==> config.mk <==
export PLATFORM = sky130hd
export DESIGN_NAME = rom_burst_reader_flat
export DESIGN_NICKNAME = d
export VERILOG_FILES = /design/src/rtl/rom_burst_reader_if.sv /design/src/rtl/rom_burst_reader.sv /design/src/flat_wrapper.sv
export SDC_FILE = /design/constraint.sdc
export NUM_CORES = 1
export LEC_CHECK = 0
export ABC_AREA = 0
export ABC_CLOCK_PERIOD_IN_PS = 2500
export CORE_ASPECT_RATIO = 1.1
export CORE_MARGIN = 4
export CORE_UTILIZATION = 45
export CTS_BUF_LIST = sky130_fd_sc_hd__clkbuf_8
export DETAILED_ROUTE_END_ITERATION = 10
export PLACE_DENSITY = 0.73
export SLEW_MARGIN = 20
export SYNTH_ARGS = -nofsm -noshare
export SYNTH_HDL_FRONTEND = slang
export SYNTH_SLANG_ARGS = --single-unit
==> constraint.sdc <==
create_clock -name clk -period 2.5 [get_ports clk]
set_input_delay 0.5 -clock clk [delete_from_list [all_inputs] [get_ports clk]]
set_output_delay 0.5 -clock clk [all_outputs]
set_load 0.01 [all_outputs]
==> src/rtl/rom_burst_reader_if.sv <==
// Output stream bundle for rom_burst_reader: valid/ready handshake carrying
// one ROM data word per beat plus a last-beat marker.
interface rom_burst_reader_if #(
   parameter int DATA_W = 4
);

   logic              out_valid;
   logic [DATA_W-1:0] out_data;
   logic              out_last;
   logic              out_ready;

   // Producer side: the burst reader drives the beat, the consumer drives ready.
   modport master (
      output out_valid,
      output out_data,
      output out_last,
      input  out_ready
   );

   // Consumer side: sees the beat, returns ready.
   modport slave (
      input  out_valid,
      input  out_data,
      input  out_last,
      output out_ready
   );

endinterface

==> src/rtl/rom_burst_reader.sv <==
// Burst sequencer for a small lookup ROM.
// A command (start address, length) is accepted while idle.
// The reader then walks the ROM address port, wrapping at DEPTH.
// Each combinational read is registered into an output beat, which is
// presented downstream as a valid/ready stream with a last flag.
module rom_burst_reader #(
   parameter int ADDR_W = 8,
   parameter int DATA_W = 4,
   parameter int DEPTH  = 8,
   parameter int LEN_W  = 4
) (
   input  logic              clk,
   input  logic              rst,
   input  logic              start,
   input  logic [ADDR_W-1:0] start_addr,
   input  logic [LEN_W-1:0]  burst_len,
   output logic              busy,
   output logic              done,
   output logic              err,
   output logic [ADDR_W-1:0] rom_addr,
   input  logic [DATA_W-1:0] rom_data,
   rom_burst_reader_if.master out_if
);

   typedef enum logic [1:0] {
      IDLE  = 2'd0,
      READ  = 2'd1,
      DRAIN = 2'd2
   } state_t;

   // One extra bit so DEPTH can equal 2**ADDR_W without overflowing.
   localparam logic [ADDR_W:0]   DEPTH_EXT = (ADDR_W+1)'(DEPTH);
   localparam logic [ADDR_W-1:0] LAST_ADDR = ADDR_W'(DEPTH - 1);
   localparam logic [LEN_W-1:0]  ONE_LEFT  = LEN_W'(1);

   state_t            state_q,     state_d;
   logic [ADDR_W-1:0] addr_q,      addr_d;
   logic [LEN_W-1:0]  remaining_q, remaining_d;
   logic              valid_q,     valid_d;
   logic [DATA_W-1:0] data_q,      data_d;
   logic              last_q,      last_d;
   logic              done_q,      done_d;
   logic              err_q,       err_d;

   logic              addr_ok;
   logic              slot_free;
   logic              handshake;
   logic [ADDR_W-1:0] addr_next;

   assign addr_ok   = ({1'b0, start_addr} < DEPTH_EXT);
   assign handshake = valid_q && out_if.out_ready;
   assign slot_free = !valid_q || out_if.out_ready;
   assign addr_next = (addr_q == LAST_ADDR) ? '0 : addr_q + ADDR_W'(1);

   // Register every piece of state; reset aborts any burst without a done pulse.
   always_ff @(posedge clk) begin
      if (rst) begin
         state_q     <= IDLE;
         addr_q      <= '0;
         remaining_q <= '0;
         valid_q     <= 1'b0;
         data_q      <= '0;
         last_q      <= 1'b0;
         done_q      <= 1'b0;
         err_q       <= 1'b0;
      end else begin
         state_q     <= state_d;
         addr_q      <= addr_d;
         remaining_q <= remaining_d;
         valid_q     <= valid_d;
         data_q      <= data_d;
         last_q      <= last_d;
         done_q      <= done_d;
         err_q       <= err_d;
      end
   end

   // Next-state and datapath updates; done/err are single-cycle pulses by default.
   always_comb begin
      state_d     = state_q;
      addr_d      = addr_q;
      remaining_d = remaining_q;
      valid_d     = valid_q;
      data_d      = data_q;
      last_d      = last_q;
      done_d      = 1'b0;
      err_d       = 1'b0;

      case (state_q)
         IDLE: begin
            if (start) begin
               if (!addr_ok) begin
                  err_d = 1'b1;
               end else if (burst_len == '0) begin
                  done_d = 1'b1;
               end else begin
                  addr_d      = start_addr;
                  remaining_d = burst_len;
                  state_d     = READ;
               end
            end
         end

         READ: begin
            // A new beat may be loaded only when the output register is empty
            // or its current beat is leaving this cycle.
            if (slot_free) begin
               data_d      = rom_data;
               valid_d     = 1'b1;
               last_d      = (remaining_q == ONE_LEFT);
               addr_d      = addr_next;
               remaining_d = remaining_q - ONE_LEFT;
               if (remaining_q == ONE_LEFT) begin
                  state_d = DRAIN;
               end
            end
         end

         DRAIN: begin
            if (handshake) begin
               valid_d = 1'b0;
               last_d  = 1'b0;
               done_d  = 1'b1;
               state_d = IDLE;
            end
         end

         default: begin
            state_d = IDLE;
         end
      endcase
   end

   assign busy             = (state_q != IDLE);
   assign done             = done_q;
   assign err              = err_q;
   assign rom_addr         = addr_q;
   assign out_if.out_valid = valid_q;
   assign out_if.out_data  = data_q;
   assign out_if.out_last  = last_q;

endmodule
==> src/flat_wrapper.sv <==
// flat-port wrapper written by rule: the top's interface ports become plain ports
module rom_burst_reader_flat 
#(
   parameter int ADDR_W = 8,
   parameter int DATA_W = 4,
   parameter int DEPTH  = 8,
   parameter int LEN_W  = 4
)
  (clk, rst, start, start_addr, burst_len, busy, done, err, rom_addr, rom_data, out_if_out_valid, out_if_out_data, out_if_out_last, out_if_out_ready);
  rom_burst_reader_if #(.DATA_W(DATA_W)) out_if_i ();
  input  logic clk;
  input  logic rst;
  input  logic start;
  input  logic [ADDR_W-1:0] start_addr;
  input  logic [LEN_W-1:0] burst_len;
  output logic busy;
  output logic done;
  output logic err;
  output logic [ADDR_W-1:0] rom_addr;
  input  logic [DATA_W-1:0] rom_data;
  output wire logic [$bits(out_if_i.out_valid)-1:0] out_if_out_valid;
  output wire logic [$bits(out_if_i.out_data)-1:0] out_if_out_data;
  output wire logic [$bits(out_if_i.out_last)-1:0] out_if_out_last;
  input wire logic [$bits(out_if_i.out_ready)-1:0] out_if_out_ready;
  assign out_if_out_valid = out_if_i.out_valid;
  assign out_if_out_data = out_if_i.out_data;
  assign out_if_out_last = out_if_i.out_last;
  assign out_if_i.out_ready = out_if_out_ready;
  rom_burst_reader #(.ADDR_W(ADDR_W), .DATA_W(DATA_W), .DEPTH(DEPTH), .LEN_W(LEN_W)) u_core (.clk(clk), .rst(rst), .start(start), .start_addr(start_addr), .burst_len(burst_len), .busy(busy), .done(done), .err(err), .rom_addr(rom_addr), .rom_data(rom_data), .out_if(out_if_i));
endmodule
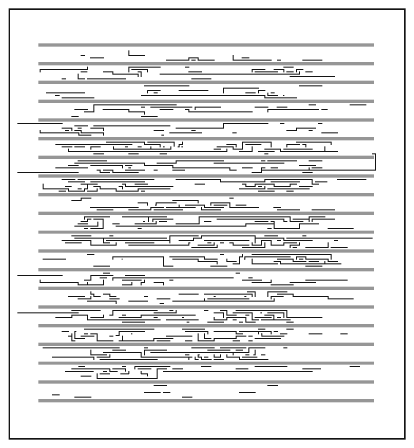
Fig. 1. The metal 1 layer.
Supply wires on this layer in grey.
The layer carries 1,550 microns of wire. The layer holds 42% of the routed length. 187 nets have wire on it. The wires run mostly horizontal.
via count: 1,321
final WL: 3.66 mm
GR Layer Usage met1: 27.7%

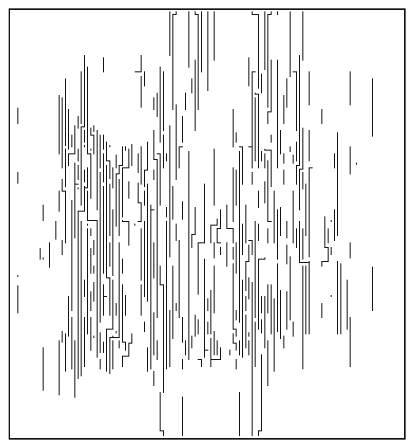
Fig. 2. Met2 routing.
The layer holds 49% of the routed length. 177 nets have wire on it.

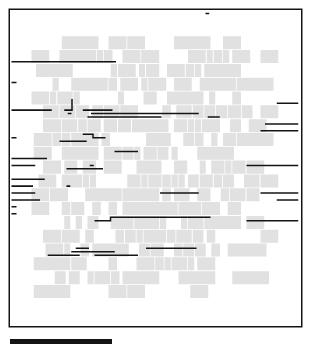
Fig. 3. M3 wires.
The bar under the picture is 20 microns long. Cells faint in the background.
The layer holds 6.6% of the routed length. The layer carries 243 microns of wire. 33 nets have wire on it.

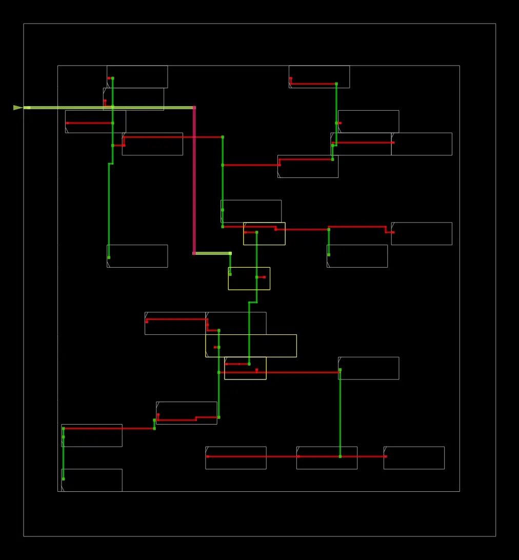
Fig. 4. Clock routing.
flop count: 22
worst skew pair latency: 260 ps

worst max-delay path by stage:
stage	depth (start not counted)	from	endpoint	slack (ps)
after global routing	5	start_addr[6]	u_core.rom_addr[7]	7
after CTS	5	start_addr[4]	u_core.rom_addr[7]	50
after detailed placement	5	start_addr[4]	u_core.rom_addr[7]	-230
after global placement	5	start_addr[4]	u_core.rom_addr[7]	-180
after floorplan	5	start_addr[6]	u_core.rom_addr[7]	250
final	5	start_addr[4]	u_core.rom_addr[7]	40
state kept, by name (all words and copies together) (netlist names):
signal,cells
u_core.done,1
u_core.err,1
u_core.out_if.out_data,4
u_core.out_if.out_last,1
u_core.out_if.out_valid,1
u_core.remaining_q,4
u_core.rom_addr,8
u_core.state_q,2
worst max-delay path: stages:
cell and delay (ps):
clkdlybuf4s50_1 420, or4_4 520, or4_1 680, a22o_1 290, a32o_1 210
where the power goes:
group	switching [mW]	internal, mW	total, mW
registers	0.00540	0.355	0.361
logic	0.0379	0.0519	0.0898
clock network	0.121	0.214	0.335
cell families (layout without fill, tap and decap cells):
logic type      Yosys count  in the layout
compound gates           48             48
fa+ha+maj                 3              3
buf+inv                  16             60
flops                    22             22
simple gates             58             58
cell type report:
type | instances | area (sq um)
fill | 223 | 786
clock inverter | 1 | 30.0
clock buffer | 3 | 41.3
tap | 31 | 38.8
inverter | 7 | 26.3
multi-input combinational | 109 | 699
sequential | 22 | 440
timing repair buffer | 49 | 458
layer usage:
layer	GRT usage [%]	vias up	wire length, microns
met2	35.4	55	1800
met5	0	-	0
met1	27.7	611	1550
li1	-	647	-
met3	3.31	8	242
met4	8.70	0	62
per-stage QoR:
stage,setup slack (ps),instances
after floorplan,254,147
after global placement,-180,218
after detailed placement,-226,218
after CTS,50.5,222
after global routing,7.15,222
final,38.5,222
==> changes_impl.md <==
### Physical design

* Status: complete, no violations
* Post-layout total power at between 0.7 and 0.8 mW
* Origin of the critical flop-to-flop path: u_core.state_q[0]
* FP Util at 47.7%
* Design area at about 1700 sq um
* CTS tree: yes
* Gp weighted congestion at between 0.8 and 0.9
* Nets@finish at 215
* WHS at between 400 and 500 ps
* DIE HEIGHT at 62.2 microns
* Synth Instances at 147
* Max Root-Sink Buffers at 2
* Root buffer cell: clkbuf_8
* Ys async rst share at 0%
* CTS Sinks at 22
* Post-synth top area share at 36.6%
* Fin. Hold Viols at 0
* Basic Gates by Area at 26.8%
* Layout area overhead at 44.2%
* Yosys top cell by instances: dfxtp_1
* Top_reg_cell synth: dfxtp_1
* Endpoint with the worst hold slack: u_core.out_if.out_data[3]
* Cts hold-fix bufs at 0
* Post-synth EDFFs at 0
* Register share after synthesis at between 30% and 40%
* CTS resizes at 0
* Clock slew at reported path FFs at 90 ps
* Yosys Warn Count at 0
* Synth area leader: dfxtp_1
* Relative slew slack at a little under three quarters
* Total CTS buffers at 3
* Worst setup EP type: flip-flop
* Site Rows at 19
* Critical Path Fanout Max at 8
* Yosys xor share at 0%
* H-tree depth at 1
* Synth Area in Compound Gates at 28.2%
* Syn Std Cell Area at 1200 sq um
* Tmin final at 2460 ps
* Number of cells in Yosys stat at 147
* CP Launch Type: primary input
* Avg WL per Cell at 16.5 microns
* Top area cell types: dfxtp_1, nand2_1, a21oi_1
* Number of diodes at 0
* RSZ-0062 raised after global routing: false
* 1st-pass router iterations at 4
* Main kind of combinational logic by area: AND-OR/OR-AND gates
* First-pass GRT wire length at 6.20 mm
* Lkg Pwr at 0.593 nW
* Data required, critical path at ~2700 ps
* Chip area at 3560 sq um
* Total gr overflow at 0
* FMAX at 0.406 GHz
* Largest net degree at the start of global routing at 16
* Adder share at between 3 and 4%
* Die W at 57.3 microns
* Synth flops at 22
* Hold Crit Class: reg -> reg
Power and IR drop assume default switching activity.
